`src/rtl/pe_array_ctrl.sv`:
```
// Sequencer for a systolic PE array: weight preload, input streaming, skewed result collection.
// Optional abort support is compiled in with `define PE_CTRL_ABORT_EN.
//
// state    | meaning
// ---------+-----------------------------------------------------------
// S_IDLE   | waiting for start; num_rows latched on acceptance
// S_PRELOAD| one weight row per cycle into the PEs (ARRAY_DIM cycles)
// S_COMPUTE| stream N inputs, drain skew, write N results (N+LAT cycles)
// S_DONE   | single-cycle done pulse, then back to idle
module pe_array_ctrl #(
  parameter int ARRAY_DIM = 4,
  parameter int ADDR_W    = 8,
  parameter int CNT_W     = 16
) (
  input  logic              clk,
  input  logic              reset,
  input  logic              start,
  input  logic [CNT_W-1:0]  num_rows,
`ifdef PE_CTRL_ABORT_EN
  input  logic              abort,
  output logic              aborted,
`endif
  output logic              busy,
  output logic              done,
  output logic              p_en,
  output logic              c_en,
  output logic              wbuf_rd_en,
  output logic [ADDR_W-1:0] wbuf_addr,
  output logic              ibuf_rd_en,
  output logic [ADDR_W-1:0] ibuf_addr,
  output logic              obuf_wr_en,
  output logic [ADDR_W-1:0] obuf_addr
);

  localparam int LAT = 2 * ARRAY_DIM - 2;

  localparam logic [1:0] S_IDLE    = 2'd0;
  localparam logic [1:0] S_PRELOAD = 2'd1;
  localparam logic [1:0] S_COMPUTE = 2'd2;
  localparam logic [1:0] S_DONE    = 2'd3;

  localparam logic [CNT_W:0]    LAT_C    = (CNT_W + 1)'(LAT);
  localparam logic [CNT_W:0]    PRE_LAST = (CNT_W + 1)'(ARRAY_DIM - 1);
  localparam logic [CNT_W:0]    ONE_C    = (CNT_W + 1)'(1);
  localparam logic [ADDR_W-1:0] ADDR_ONE = ADDR_W'(1);

  logic [1:0]        state_q, state_d;
  logic [CNT_W:0]    tmr_q, tmr_d;
  logic [CNT_W-1:0]  rows_q, rows_d;
  logic              busy_q, busy_d;
  logic              done_q, done_d;
  logic              p_en_q, p_en_d;
  logic              c_en_q, c_en_d;
  logic              ibuf_rd_en_q, ibuf_rd_en_d;
  logic              obuf_wr_en_q, obuf_wr_en_d;
  logic [ADDR_W-1:0] wbuf_addr_q, wbuf_addr_d;
  logic [ADDR_W-1:0] ibuf_addr_q, ibuf_addr_d;
  logic [ADDR_W-1:0] obuf_addr_q, obuf_addr_d;
  logic              abort_req;

`ifdef PE_CTRL_ABORT_EN
  assign abort_req = abort;
`else
  assign abort_req = 1'b0;
`endif

  // Down-counter tmr_q holds the cycles remaining in the current phase
  always_comb begin
    state_d = state_q;
    tmr_d   = tmr_q;
    rows_d  = rows_q;
    case (state_q)
      S_IDLE: begin
        if (start) begin
          rows_d = num_rows;
          if (num_rows != '0) begin
            state_d = S_PRELOAD;
            tmr_d   = PRE_LAST;
          end else begin
            state_d = S_DONE;
          end
        end
      end
      S_PRELOAD: begin
        if (abort_req) begin
          state_d = S_DONE;
        end else if (tmr_q == '0) begin
          state_d = S_COMPUTE;
          tmr_d   = {1'b0, rows_q} + LAT_C - ONE_C;
        end else begin
          tmr_d = tmr_q - ONE_C;
        end
      end
      S_COMPUTE: begin
        if (abort_req || tmr_q == '0) begin
          state_d = S_DONE;
        end else begin
          tmr_d = tmr_q - ONE_C;
        end
      end
      S_DONE:  state_d = S_IDLE;
      default: state_d = S_IDLE;
    endcase
  end

  // Outputs are decoded from the next state so the registers line up with state_q.
  // With tmr counting N+LAT-1 down to 0, inputs are read while tmr >= LAT
  // and results written during the final N cycles (tmr < N).
  always_comb begin
    busy_d       = (state_d == S_PRELOAD) || (state_d == S_COMPUTE);
    done_d       = (state_d == S_DONE);
    p_en_d       = (state_d == S_PRELOAD);
    c_en_d       = (state_d == S_COMPUTE);
    ibuf_rd_en_d = c_en_d && (tmr_d >= LAT_C);
    obuf_wr_en_d = c_en_d && (tmr_d < {1'b0, rows_d});
    wbuf_addr_d  = wbuf_addr_q;
    ibuf_addr_d  = ibuf_addr_q;
    obuf_addr_d  = obuf_addr_q;
    if (p_en_d) begin
      wbuf_addr_d = p_en_q ? wbuf_addr_q + ADDR_ONE : '0;
    end
    if (ibuf_rd_en_d) begin
      ibuf_addr_d = ibuf_rd_en_q ? ibuf_addr_q + ADDR_ONE : '0;
    end
    if (obuf_wr_en_d) begin
      obuf_addr_d = obuf_wr_en_q ? obuf_addr_q + ADDR_ONE : '0;
    end
  end

  always_ff @(posedge clk or negedge reset) begin
    if (!reset) begin
      state_q      <= S_IDLE;
      tmr_q        <= '0;
      rows_q       <= '0;
      busy_q       <= 1'b0;
      done_q       <= 1'b0;
      p_en_q       <= 1'b0;
      c_en_q       <= 1'b0;
      ibuf_rd_en_q <= 1'b0;
      obuf_wr_en_q <= 1'b0;
      wbuf_addr_q  <= '0;
      ibuf_addr_q  <= '0;
      obuf_addr_q  <= '0;
    end else begin
      state_q      <= state_d;
      tmr_q        <= tmr_d;
      rows_q       <= rows_d;
      busy_q       <= busy_d;
      done_q       <= done_d;
      p_en_q       <= p_en_d;
      c_en_q       <= c_en_d;
      ibuf_rd_en_q <= ibuf_rd_en_d;
      obuf_wr_en_q <= obuf_wr_en_d;
      wbuf_addr_q  <= wbuf_addr_d;
      ibuf_addr_q  <= ibuf_addr_d;
      obuf_addr_q  <= obuf_addr_d;
    end
  end

`ifdef PE_CTRL_ABORT_EN
  logic aborted_q, aborted_d;

  // Sticky until the next accepted job so the host can read it after done
  always_comb begin
    aborted_d = aborted_q;
    if (state_q == S_IDLE && start) begin
      aborted_d = 1'b0;
    end else if ((state_q == S_PRELOAD || state_q == S_COMPUTE) && abort) begin
      aborted_d = 1'b1;
    end
  end

  always_ff @(posedge clk or negedge reset) begin
    if (!reset) begin
      aborted_q <= 1'b0;
    end else begin
      aborted_q <= aborted_d;
    end
  end

  assign aborted = aborted_q;
`endif

  assign busy       = busy_q;
  assign done       = done_q;
  assign p_en       = p_en_q;
  assign c_en       = c_en_q;
  assign wbuf_rd_en = p_en_q;
  assign wbuf_addr  = wbuf_addr_q;
  assign ibuf_rd_en = ibuf_rd_en_q;
  assign ibuf_addr  = ibuf_addr_q;
  assign obuf_wr_en = obuf_wr_en_q;
  assign obuf_addr  = obuf_addr_q;

endmodule

```
`config.mk`:
```
export PLATFORM = sky130hd
export DESIGN_NAME = pe_array_ctrl
export DESIGN_NICKNAME = d
export VERILOG_FILES = /design/src/rtl/pe_array_ctrl.sv
export SDC_FILE = /design/constraint.sdc
export NUM_CORES = 1
export LEC_CHECK = 0
export ABC_CLOCK_PERIOD_IN_PS = 5100
export CAP_MARGIN = 10
export CORE_MARGIN = 1
export CORE_UTILIZATION = 57
export CTS_CLUSTER_DIAMETER = 50
export DETAILED_ROUTE_END_ITERATION = 8
export PLACE_DENSITY = 0.81
export SETUP_SLACK_MARGIN = 0.05
export SLEW_MARGIN = 10
export SYNTH_ARGS = -nofsm -noshare
export SYNTH_HDL_FRONTEND = slang
export SYNTH_SLANG_ARGS = --single-unit
```
`constraint.sdc`:
```
create_clock -name clk -period 5.1 [get_ports clk]
set_input_delay 0.765 -clock clk [delete_from_list [all_inputs] [get_ports clk]]
set_output_delay 0.765 -clock clk [all_outputs]
set_load 0.02 [all_outputs]
```
Fig. 1: the metal 1 layer
Scale bar: 20 um. Supply wires on this layer in grey.
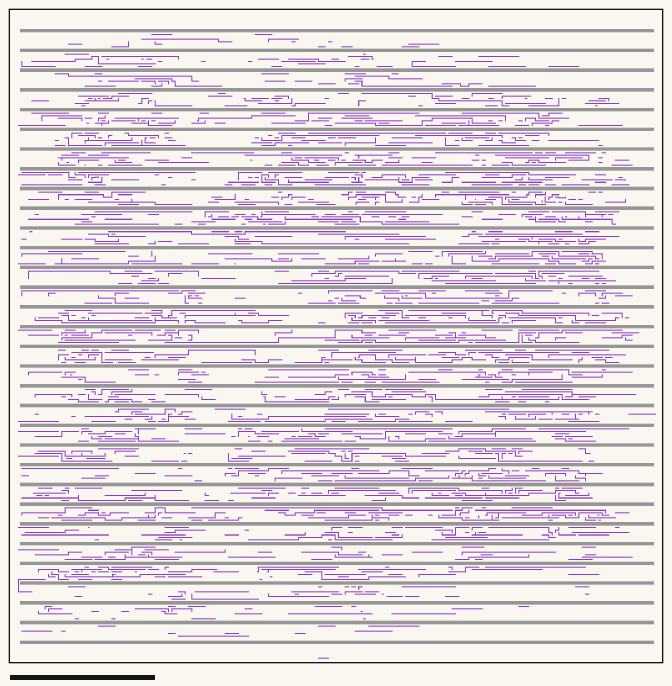
share of all routed wire: 43%
longest straight run: 26.2 um
wire length on this layer: 5180 um
main direction: horizontal
nets with wire on the layer: 537
grt met1 use: 39.55%
total wire length: 12190 um
via count: 4174

Fig. 2: met2 routing
Cells faint in the background.
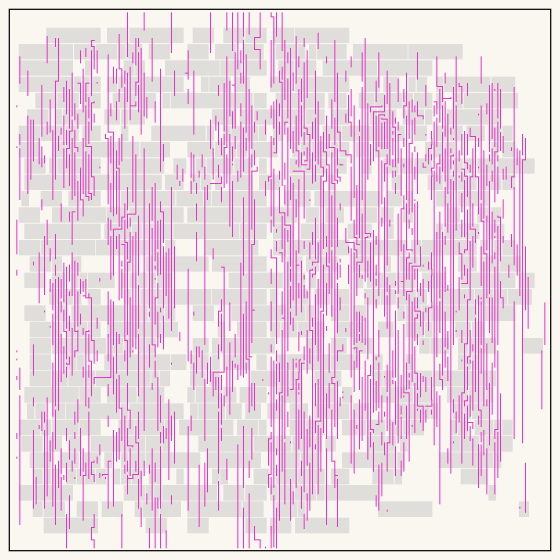
nets with wire on the layer: 510
wire length on this layer: 5780 um
longest straight run: 49.0 um
main direction: vertical
share of all routed wire: 47%
met2 Use GR: 50.90%

Fig. 3: M3 wires
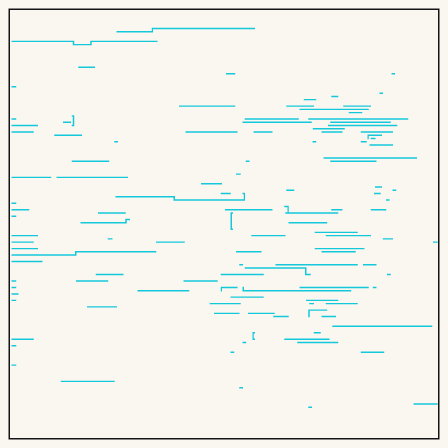
main direction: horizontal
longest straight run: 22.5 um
wire length on this layer: 751 um
nets with wire on the layer: 86
share of all routed wire: 6.2%
GRT met3 Usage: 6.261%

==> results.json <==
{
  "clk-power_uw": 509,
  "postLayoutCellArea_mm2": 0.005210,
  "ys_sh_adder_pct": 6.820,
  "power.group.top": "sequential cells",
  "tool_warnings": 29,
  "combPwrFrac_pct": 2.8,
  "grt_pass1_vias": 4068,
  "final_max_slew_viol_count": 0,
  "period_needed_ns": 4.688,
  "fp_nets": 526,
  "timing.fmax_mhz": 213.3,
  "antenna_cells": 0,
  "clock_sinks": 65,
  "worstPathMaxFanout": 6,
  "path_clk_slew_ns": 0.08,
  "rows": 31,
  "layout_top_cells": "65 x dfrtp_1, 48 x clkdlybuf4s50_1, 39 x inv_1",
  "ys_area_mm2": 0.004403,
  "cp.depth": 18,
  "numSynthFlops": 65,
  "inverters": 40,
  "grt.total_usage_pct": 31.44,
  "setup_viol": 0,
  "p_seq_uw": 515,
  "place.gp.congestion": 0.9450,
  "status": "finished, final reports clean",
  "switching_share_pct": 23.17,
  "clkPwrFrac_pct": 48.3,
  "fin_tns_setup_ns": 0,
  "yosys_warnings": 0,
  "logic_area_mm2": 0.002507,
  "r2r-start": "state_q[0]$_DFF_PN0_"
}
[synth_stat cells (5+ instances only)]
master,n
xor2_1,6
o221ai_1,7
nor3_1,11
a31oi_1,7
nor2_1,32
xnor2_1,10
dfrtp_1,65
o21ai_0,29
clkbuf_1,6
nand2_1,37
and3_1,8
nor4_1,9
o22ai_1,5
a21oi_1,12
nand4_1,9
mux2i_1,17
o31ai_1,6
ha_1,24
a21o_1,6
or4_1,6
o2111ai_1,6
inv_1,39
nand3_1,25
o211ai_1,7
[metal layers]
| layer | vias to the layer above | wire [um] | global-route usage [%] |
|---|---|---|---|
| met4 | 0 | 473 | 17.34 |
| met5 | - | 0 | 0 |
| met1 | 2028 | 5180 | 39.55 |
| met2 | 192 | 5781 | 50.90 |
| li1 | 1912 | - | - |
| met3 | 42 | 750 | 6.261 |
[kinds of logic after synthesis]
family                   Yosys count
AND/OR/NAND/NOR                  177
AND-OR/OR-AND                    126
flip-flops                        65
buffers and inverters             58
adder cells (fa/ha/maj)           24
multiplexers                      17
XOR/XNOR                          16
[worst min path at each step]
| stage | from | endpoint | slack [ns] |
|---|---|---|---|
| after floorplan | reset | busy$_DFF_PN0_ | 0.47 |
| after global placement | obuf_addr[6]$_DFFE_PN0P_ | obuf_addr[6]$_DFFE_PN0P_ | 0.51 |
| after detailed placement | wbuf_addr[0]$_DFFE_PN0P_ | wbuf_addr[0]$_DFFE_PN0P_ | 0.51 |
| after CTS | reset | tmr_q[6]$_DFF_PN0_ | 0.36 |
| after global routing | reset | tmr_q[1]$_DFF_PN0_ | 0.38 |
| final | reset | tmr_q[1]$_DFF_PN0_ | 0.36 |
